`config.mk`:
```
export PLATFORM = sky130hd
export DESIGN_NAME = fetch_stage
export DESIGN_NICKNAME = d
export VERILOG_FILES = /design/src/rtl/fetch_stage.sv
export SDC_FILE = /design/constraint.sdc
export NUM_CORES = 1
export LEC_CHECK = 0
export CELL_PAD_IN_SITES_DETAIL_PLACEMENT = 1
export CELL_PAD_IN_SITES_GLOBAL_PLACEMENT = 1
export CORE_MARGIN = 3
export CORE_UTILIZATION = 34
export DETAILED_ROUTE_END_ITERATION = 8
export PLACE_DENSITY_LB_ADDON = 0.3
export SKIP_LAST_GASP = 1
export SYNTH_ARGS = -nofsm -noshare
export SYNTH_HDL_FRONTEND = slang
export SYNTH_SLANG_ARGS = --single-unit
```
`constraint.sdc`:
```
create_clock -name Clock -period 2.6 [get_ports Clock]
set_input_delay 0.39 -clock Clock [delete_from_list [all_inputs] [get_ports Clock]]
set_output_delay 0.39 -clock Clock [all_outputs]
set_load 0.05 [all_outputs]
```
`src/rtl/fetch_stage.sv`:
```
// Instruction fetch stage: PC register, redirect/stall handling and IF/ID register.
// The IF/ID register also tracks loaded-instruction count and a sticky misaligned-redirect flag.
module fetch_stage #(
   parameter logic [31:0] RESET_PC = 32'h00000000
) (
   input  logic        Clock,
   input  logic        Reset,
   input  logic        Stall,
   input  logic        Flush,
   input  logic        BranchTaken,
   input  logic [31:0] BranchTarget,
   input  logic [31:0] Instruction,
   output logic [31:0] PC,
   output logic [31:0] IF_ID_PC,
   output logic [31:0] IF_ID_PCPlus4,
   output logic [31:0] IF_ID_Instruction,
   output logic        IF_ID_Valid,
   output logic        MisalignedErr,
   output logic [31:0] FetchCount
);

   localparam logic [31:0] NOP = 32'h00000013;

   // Only the word address is stored, so PC[1:0] is zero by construction.
   logic [29:0] pc_word;
   logic [31:0] pc_plus4;
   logic        redirect_bad;

   assign PC           = {pc_word, 2'b00};
   assign pc_plus4     = PC + 32'd4;
   assign redirect_bad = BranchTaken && (BranchTarget[1:0] != 2'b00);

   always_ff @(posedge Clock) begin
      if (Reset) begin
         pc_word           <= RESET_PC[31:2];
         IF_ID_PC          <= 32'h0;
         IF_ID_PCPlus4     <= 32'h0;
         IF_ID_Instruction <= NOP;
         IF_ID_Valid       <= 1'b0;
         MisalignedErr     <= 1'b0;
         FetchCount        <= 32'h0;
      end else begin
         if (BranchTaken)
            pc_word <= BranchTarget[31:2];
         else if (!Stall)
            pc_word <= pc_word + 30'd1;

         if (redirect_bad)
            MisalignedErr <= 1'b1;

         // A redirect squashes the word fetched this cycle, even under stall.
         if (Flush || BranchTaken) begin
            IF_ID_Valid       <= 1'b0;
            IF_ID_Instruction <= NOP;
         end else if (!Stall) begin
            IF_ID_PC          <= PC;
            IF_ID_PCPlus4     <= pc_plus4;
            IF_ID_Instruction <= Instruction;
            IF_ID_Valid       <= 1'b1;
            FetchCount        <= FetchCount + 32'd1;
         end
      end
   end

endmodule

```
Figure 1. I/O nets highlighted (run 1).
Bar = 50 um.
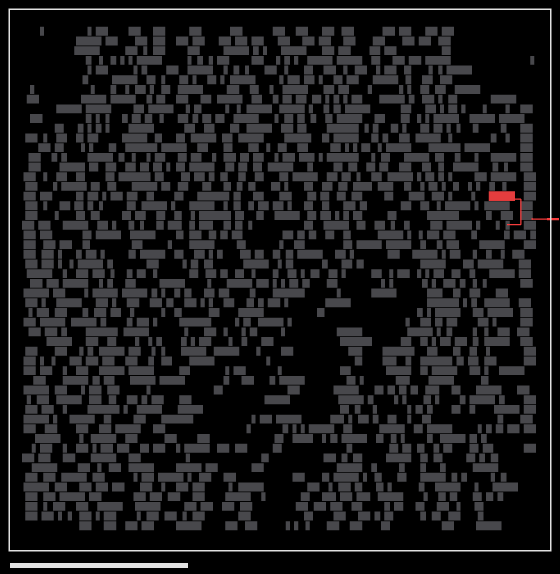
color	port	bits	direction	end cells	wire
red	MisalignedErr	1	output	1	17.8 um
tally of buffers added on design ports: 224
num ports: 231

Figure 2. Layout detail (run 1).
Window x 18 to 58, y 94 to 134 um. Cells in gray, sequential cells in the stronger gray; small squares are vias.
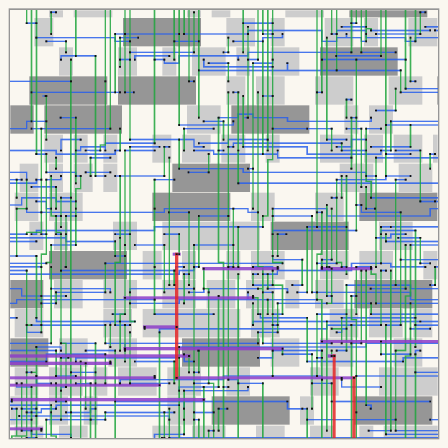
color	layer
red	M4
green	M2
blue	M1
purple	M3
sequential cells in the window	15
netlist names of flops here include	pc_word (6), IF_ID_PC (5), IF_ID_PCPlus4 (4)
most frequent	dfxtp_1 (15), nand2_1 (11), nor2_1 (9)
cells with their middle in the window	98

==> notes.md, run 1 <==
Implementation numbers.

- In this run, the synthesized area fraction spent on adder and majority cells is recorded as 0.00348.
- The internal power of the cells is 0.00407 W.
- Per the skew report, the later register of the worst-skew pair sees a clock latency of 430 ps.
- Setup repair after global routing left no endpoint under its margin.
- After synthesis, the share of cell area in mux cells is 0.0511.
- Looking at the post-CTS report, the setup buffer insertion count equals 0.
- The share of the core area taken by cells at floorplan is 0.351.
- For this run, the final setup violation count is recorded as 0.
- The H-tree was split into 4 levels.
- In this run the worst setup path terminates at pc_word[21].
- The number of hold buffers added after CTS was 0.
- The detailed-routing wirelength on met1 is 10900 um.
- The netlist area before placement is 0.00720 mm^2.
- Routing resource usage on met3 recorded by global route was 0.0684.
- The number of distinct library cells after synthesis is 49.
- Per the detail_route report, DRC violations left total 0.
- The classification of the worst setup path is reg -> reg.
- In the final report, the number of pins over their slew limit comes to 0.
- The number of antenna diodes in the final layout is 0.
- The xor and xnor area share after synthesis is 0.0365.
- In the hold report, the worst path ends at IF_ID_PC[28].
- Between the synthesized netlist and the finished layout, the area growth was recorded as 44.1%.
- The aggregate routed wire length is 25100 um.
- In this run the most critical hold path is launched from Reset.
- Broken down by cell family, the worst path's largest delay share belongs to simple AND/OR/NAND/NOR gates.
- Logged for this run, the post-placement worst setup slack is 177 ps.
- The cell-mix breakdown from Yosys lists the compound-gate area share as 0.159.
- The number of violations of the max-capacitance limit is 0.
- In this run the cell area measured after placement is 0.00983 mm^2.
- Looking at the critical path, the single cell with the biggest stage delay is sky130_fd_sc_hd__dfxtp_1.
- The fraction of registers with async set/reset is 0.
- The critical path required time is 2890 ps.
- STA classifies the critical path endpoint as a flip-flop.
- The most numerous cell on the critical path is sky130_fd_sc_hd__buf_4.
- The switching fraction of total power is 0.305.
- The buffer-and-inverter tally for the worst setup path is 2.
- The global-route congestion overflow total is 0.
- The number of nets in the layout is 1146.
- Logic depth along the worst register-to-register path is recorded as 6.
- The detailed router reports a met2 wire length of 12200 um.
- A synthesized cell averages 8.34 um^2.
- The highest routed metal layer is met4.
- Of the total power, the clock network draws 0.405.
- The source of the worst register-to-register timing path is pc_word[12].
- The launch point of the critical path was reported as pc_word[12].
- The weighted congestion reported at the end of routability-driven placement is 0.790.
- In this run the worst hold path is classified as in -> reg.
- The chip occupies 0.0229 mm^2.
- The starting DRC count in detailed routing is 287.
- The number of OpenROAD warnings is 26.
- The switching power summed over all nets is 0.00178 W.
- In this run, the synthesized area fraction spent on and/or/nand/nor cells is recorded as 0.255.
- Entering global routing, the biggest net connects 82 pins.
- Looking at the max-slew report, the worst-margin pin has a slew of 682 ps.
- The y dimension of the die is 151 um.
- Fill cells in the final layout number 2430.
- Once layout is complete, the cells apart from fillers number 1358.
- In this run, CTS created clock tree buffers numbering 17.
- The final timing report derives a shortest allowable period of 2310 ps.
- In the final layout, the registers with the most flip-flops are FetchCount (32), IF_ID_Instruction (32).
- The combinational share of power is 0.159.
- The highest-power group is sequential cells.
- The highest ir drop seen on vdd is 0.443 mV.
- The tightest hold margin is 179 ps.
- The longest clock path from root to sink contains 2 buffers.
- The routed layout has 7265 vias.
- The flow reports an fmax of 0.433 GHz.
- Clock skew on the completed layout was measured at 14.2 ps.
- The multi-input combinational cells in the finished layout cover a total of 0.00367 mm^2.
- Looking at the cell usage after synthesis, the top flip-flop cell is sky130_fd_sc_hd__dfxtp_1.
- The flow ran to the end, and the final reports show no timing, DRC or antenna violations.
- Once placement completed, the tool counted placed cells totaling 1326.
- In this run the critical path is formed by nand4_1, buf_4, nor4_1, buf_4, a211oi_1, a2111oi_0.
- The via count of the first global-routing pass is 7479.
- The number of gates resized after cts is 0.
- The portion of total power attributed to sequential cells is 0.436.
- Looking at the global route congestion table, the highest-usage layer is met2.
- The number of synthesized register bits is 156.
- Summed over the clock group, the power is 0.00237 W.
- The final count of hold timing violations is 0.
- Per the OpenROAD floorplan log, the area of the core is 0.0205 mm^2.
- Yosys stat counts 863 cells in the synthesized netlist.
- Yosys reports a chip area of 0.00720 mm^2.
- The leakage dissipation is 3.55 nW.
- In this run, power in flip-flops and latches comes to 0.00255 W.
- TritonCTS built the clock tree.
- The warning tally printed by Yosys for this design is 0.
- The data arrival time at the worst-slack endpoint is 2600 ps.
- The global router's overall resource usage is 0.219.
- Total power normalized to cell area comes to 564 mW/mm^2.
- Looking at the reg2reg group, the worst path ends at pc_word[21].
- The routed length per placed instance is 18.5 um.
- STA classifies the critical path startpoint as a flip-flop.
- Dividing the detail-routed via count by the number of cells gives 5.35.
- The worst-path maximum fanout is 7.
- The first global-routing pass estimated 39900 um of wire.
- The fraction of the yosys area taken by sequential cells is 0.434.
- The horizontal die dimension is 151 um.
- Once detailed placement completed, the half-perimeter wirelength came to 18000 um.
- Per the OpenROAD timing report, the critical path contains 6 cells.
- The wire length on met3 is 1770 um.
- met1 track demand over resource after global routing is 0.278.
- The total power of the final layout is 0.00585 W.
- The post-route cell area is 0.0104 mm^2.
- Yosys shows that the main logic family after synthesis is simple AND/OR/NAND/NOR gates.
- The number of synthesized flops with an enable pin is 0.
- After routing, the total negative slack on setup checks comes to 0 ps.
- The share of final-layout standard cells stronger than drive strength 1 is 0.0928.
- The internal reg-to-reg setup slack is 290 ps.
- The sequential cells in the finished layout cover a total of 0.00312 mm^2.
- The number of antenna violations at the first check in global routing is 0.
- Routing resource usage on met2 recorded by global route was 0.365.
- The worst hold path passes through 2 cells.
- The power report lists the combinational group at 0.000933 W.
- The largest stage delay on the critical path is 500 ps.
- Per the CTS log, the root buffer master is sky130_fd_sc_hd__clkbuf_16.
- The report lists the number of standard-cell rows as 52.
- Before antenna repair, the detailed router went through 4 iterations.
- The final timing summary puts the cycle share of the worst path at 0.887.
- After technology mapping, the gate count stands at 863.
- The worst setup margin is 293 ps.
- The max-slew check reports its worst relative slack as 0.545.
- The utilization after layout is 0.506.
- The post-route antenna net violation count is 0.
- The post-CTS clock slew at the launch and capture registers of the worst setup and hold paths is 70 ps.
Figure 3. Clock nets (run 1).
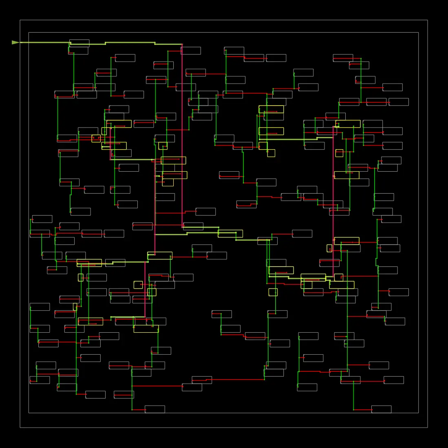
Flop Count: 156
clk sinks: 156
clock buffer count: 18

## run 1: cells in the final DEF (no fill, tap or decap), drive strengths merged, types with 3 or more instances in the layout
cell and instances:
or3 21, mux2i 30, dfxtp 156, o31a 5, a211oi 22, a21oi 56, o21ai 17, buf 51
a2111oi 6, o21a 3, nor4 18, or2 5, or4 27, and3 6, o31ai 24, clkbuf 18
mux2 6, xnor2 21, clkinv 6, nor3 18, a211o 3, and4 11, clkdlybuf4s50 222, inv 26
nor2 107, xor2 9, a311oi 24, nor2b 11, nand3 19, conb 6, nand2 96, nand4 21
## run 1: cell usage after synthesis, drive strengths merged (2+ instances only)
master | n | area (um^2)
nand3 | 19 | 100
dfxtp | 156 | 3120
mux2i | 30 | 300
clkbuf | 58 | 220
a2111oi | 6 | 52.6
o311a | 2 | 20.0
ha | 2 | 25.0
o31a | 5 | 43.8
a31oi | 2 | 12.5
a311oi | 24 | 210
nor2b | 11 | 68.8
or4 | 27 | 206
a21oi | 56 | 280
a211oi | 22 | 165
nor3 | 18 | 95.1
or2 | 5 | 31.3
or3 | 21 | 131
inv | 20 | 75.1
o21ai | 17 | 85.1
nor2 | 107 | 402
buf | 27 | 138
and3 | 6 | 37.5
o31ai | 24 | 180
a311o | 2 | 20.0
mux2 | 6 | 67.6
nor4 | 18 | 113
nand4 | 21 | 159
and4 | 11 | 96.3
xnor2 | 21 | 184
a211o | 3 | 26.3
and2 | 2 | 12.5
o21a | 3 | 22.5
xor2 | 9 | 78.8
nand2 | 96 | 360
## run 1: final cells by class
cell class	instances	area share
Multi-Input combinational cell	607	0.354
Sequential cell	156	0.301
Timing Repair Buffer	273	0.253
Clock buffer	18	0.0414
Tap cell	270	0.0326
Clock inverter	14	0.0110
Inverter	20	0.00724
==> run 2: changes to the inputs <==
--- a/config.mk
+++ b/config.mk
@@ -10,7 +10,8 @@
 export CORE_MARGIN = 3
 export CORE_UTILIZATION = 34
 export DETAILED_ROUTE_END_ITERATION = 8
-export PLACE_DENSITY_LB_ADDON = 0.3
+export PLACE_DENSITY = 0.78
+export RECOVER_POWER = 100
 export SKIP_LAST_GASP = 1
 export SYNTH_ARGS = -nofsm -noshare
 export SYNTH_HDL_FRONTEND = slang
Figure 4. Routed metal, one color a layer (run 2).
Two of the layers only.
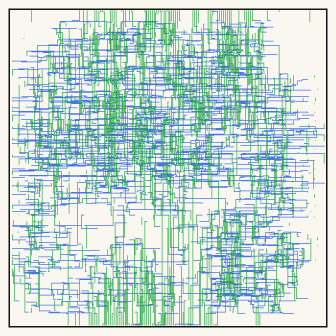
color	layer	wire length
green	M2	11700 um
blue	M1	11200 um
total track usage: 0.212
Total Routed Length: 24700 um
average detailed-routed wire length per instance: 18.2 um
vias after detailed routing: 7236

==> notes.md, run 2 <==
Implementation numbers.

- Status: complete, no violations (unchanged).
- The busiest layer in global routing was met2 (unchanged).
- The leakage dissipation is 3.98 nW (was 3.55 nW).
- The leading cell type in the layout, fill and taps excluded was sky130_fd_sc_hd__dlygate4sd3_1 (was sky130_fd_sc_hd__clkdlybuf4s50_1).
- The worst hold-check path type is reg -> reg (was in -> reg).
- The family with the most delay on the worst path is buffers and inverters (was simple AND/OR/NAND/NOR gates).
- The data arrival time at the worst-slack endpoint is 1960 ps (was 2600 ps).
- The setup skew after layout is 8.39 ps (was 14.2 ps).
- The worst-path maximum fanout is 11 (was 7).
- CP Cell Sequence: dlygate4sd3_1 (was nand4_1, buf_4, nor4_1, buf_4, a211oi_1, a2111oi_0).
- The clock tree from TritonCTS was done (unchanged).
- The clock latency on the worst-skew pair came to 420 ps (was 430 ps).
- The relative max-transition margin is 0.272 (was 0.545).
- The number of antenna violations at the first check in global routing is 1 (was 0).
- The combinational share of power is 0.149 (was 0.159).
- The gate count after technology mapping is 863 (unchanged).
- The number of setup violations in the final report is 0 (unchanged).
- The share of final-layout standard cells stronger than drive strength 1 came to 0.0811 (was 0.0928).
- The weighted congestion reported at the end of routability-driven placement is 0.774 (was 0.790).
- The horizontal die dimension is 151 um (unchanged).
- The number of synthesized flops with an enable pin is 0 (unchanged).
- The first-pass iteration count of the detailed router is 5 (was 4).
- The number of distinct library cells after synthesis is 49 (unchanged).
- The count of input and output buffers is 224 (unchanged).
- The post-layout period usage of the worst path was 0.905 (was 0.887).
- The final count of hold timing violations is 0 (unchanged).
- The fraction of registers with async set/reset is 0 (unchanged).
- The final count of pins violating max slew is 0 (unchanged).
- The buffer-and-inverter tally for the worst setup path is 1 (was 2).
- The classification of the worst setup path is reg -> out (was reg -> reg).
- The met3 routing resource usage after global routing is 0.0428 (was 0.0684).
- The layout overhead on the synthesized area is 44.0% (was 44.1%).
- The Yosys warning count is 0 (unchanged).
- Registers with the highest flip-flop counts: FetchCount (32), IF_ID_Instruction (32) (unchanged).
- The tightest hold margin came to 447 ps (was 179 ps).
- The internal reg-to-reg setup slack was 300 ps (was 290 ps).
- The number of non-filler instances in the completed layout is 1355 (was 1358).
- The most common cell in the synthesized netlist is sky130_fd_sc_hd__dfxtp_1 (unchanged).
- The y dimension of the die was 151 um (unchanged).
- The placeable core region is 0.0205 mm^2 (unchanged).
- The number of buffers on the longest clock path came to 2 (unchanged).
- The post-CTS clock slew at the launch and capture registers of the worst setup and hold paths is 60 ps (was 70 ps).
- The measured slew at the worst slew-check pin is 1090 ps (was 682 ps).
- The number of buffers inserted by post-CTS setup repair is 0 (unchanged).
- The detailed-route vias per instance is 5.34 (was 5.35).
- The first-pass GRT wire length is 38900 um (was 39900 um).
- The met1 global-route usage was 0.280 (was 0.278).
- The global-route congestion overflow total is 0 (unchanged).
- The clock group share of total power is 0.438 (was 0.405).
- The post-layout minimum cycle time is 2350 ps (was 2310 ps).
- The total power of the final layout was 0.00613 W (was 0.00585 W).
- The setup TNS after final layout is 0 ps (unchanged).
- The placed standard-cell area is 0.00978 mm^2 (was 0.00983 mm^2).
- The starting DRC count in detailed routing is 369 (was 287).
- The critical path endpoint is PC[27] (was pc_word[21]).
- The half-perimeter wire length of the detailed placement result came to 17500 um (was 18000 um).
- The internal power of the cells is 0.00441 W (was 0.00407 W).
- The number of placed instances with taps included is 1323 (was 1326).
- The critical path required time is 2210 ps (was 2890 ps).
- Most numerous cell types in the synthesized netlist: 156 x sky130_fd_sc_hd__dfxtp_1, 107 x sky130_fd_sc_hd__nor2_1, 96 x sky130_fd_sc_hd__nand2_1, 56 x sky130_fd_sc_hd__a21oi_1, 56 x sky130_fd_sc_hd__clkbuf_1 (unchanged).
- The fraction of the yosys area taken by sequential cells came to 0.434 (unchanged).
- The utilization after layout came to 0.506 (about the same).
- The main flop type is sky130_fd_sc_hd__dfxtp_1 (unchanged).
- The number of filler cells placed in the layout is 2380 (was 2430).
- The residual DRC count is 0 (unchanged).
- The largest stage delay on the critical path is 980 ps (was 500 ps).
- The per-instance average area after synthesis is 8.34 um^2 (unchanged).
- The cell depth of the worst flop-to-flop path is 6 (unchanged).
- The number of buffers added by the clock tree synthesis step came to 17 (unchanged).
- The cell count along the critical path is 1 (was 6).
- The via count of the first global-routing pass is 7219 (was 7479).
- The post-route antenna net violation count is 0 (unchanged).
- The number of synthesized register bits was 156 (unchanged).
- The number of OpenROAD warnings is 26 (unchanged).
- The number of violations of the max-capacitance limit was 0 (unchanged).
- The yosys stat cell total is 863 (unchanged).
- The proportion of netlist area held by the largest area contributor is 0.434 (unchanged).
- The TritonCTS sink count is 156 (unchanged).
- The met2 track demand over resource is 0.351 (was 0.365).
- The chip area in the Yosys report is 0.00720 mm^2 (unchanged).
- The power density normalized to cell area is 591 mW/mm^2 (was 564 mW/mm^2).
- The largest net degree at the start of global routing came to 55 (was 82).
- The root cell of the clock tree is sky130_fd_sc_hd__clkbuf_16 (unchanged).
- The highest ir drop seen on vdd is 0.380 mV (was 0.443 mV).
- The endpoint class of the critical path is a primary output (was flip-flop).
- The top-level I/O count is 231 (unchanged).
- The worst setup margin is 248 ps (was 293 ps).
- The number of diodes is 0 (unchanged).
- The netlist area before placement was 0.00720 mm^2 (unchanged).
- The critical path launch point type is a flip-flop (unchanged).
- The portion of total power attributed to sequential cells is 0.414 (was 0.436).
- The cell at the slowest stage of the critical path is sky130_fd_sc_hd__dlygate4sd3_1 (was sky130_fd_sc_hd__dfxtp_1).
- The number of hold buffers added after cts is 0 (unchanged).
run 2: cell counts after synthesis:
No cell type changed its count.
run 2: metal layers:
layer,share of wire,wire length (um),vias to the layer above
li1,-,-,3504
met1,0.45,11200,3501
met2,0.48,11700,200
met3,0.054,1340,29
met4,0.015,369,2
met5,0.00053,13,-
run 2: cells by family after synthesis:
group | Yosys count | synth area share
DFF | 156 | 0.434
muxes | 36 | 0.0511
buffers and inverters | 105 | 0.0602
and+or+nand+nor | 364 | 0.255
adders and majority gates | 2 | 0.00348
other | 1 | 0.000521
xor gates and xnor gates | 30 | 0.0365
AOI/OAI and AO/OA | 169 | 0.159
run 2: layout make-up:
type	instances	area [um^2]	area share
Sequential cell	156	3120	0.301
Clock buffer	19	433	0.0418
Timing Repair Buffer	270	2540	0.246
Tap cell	270	338	0.0326
Inverter	20	75.1	0.00724
Clock inverter	13	191	0.0185
Multi-Input combinational cell	607	3660	0.353
run 2: power by group through the flow:
stage	clock (W)	sequential [W]	combinational [W]
after global routing	0.00285	0.00254	0.000971
after detailed placement	0	0.00259	0.000940
after global placement	0	0.00259	0.000928
after CTS	0.00273	0.00254	0.000948
after floorplan	0	0.00284	0.000311
final	0.00268	0.00254	0.000912
run 2: worst min-delay path by stage:
stage	endpoint	start	slack, ps	cells after the start
4_1_cts	MisalignedErr	MisalignedErr	450	2
3_3_place_gp	MisalignedErr	MisalignedErr	430	2
2_1_floorplan	pc_word[1]	BranchTarget[3]	530	2
6_report	MisalignedErr	MisalignedErr	450	2
3_5_place_dp	MisalignedErr	MisalignedErr	440	2
5_1_grt	MisalignedErr	MisalignedErr	470	2
run 2: worst min-delay path: cells and delay by family (launching register included):
kind            cells  cell delay (ps)
buf+inv             1               50
compound gates      1               50
flops               1              310
Power is estimated from default activity; no workload was simulated.
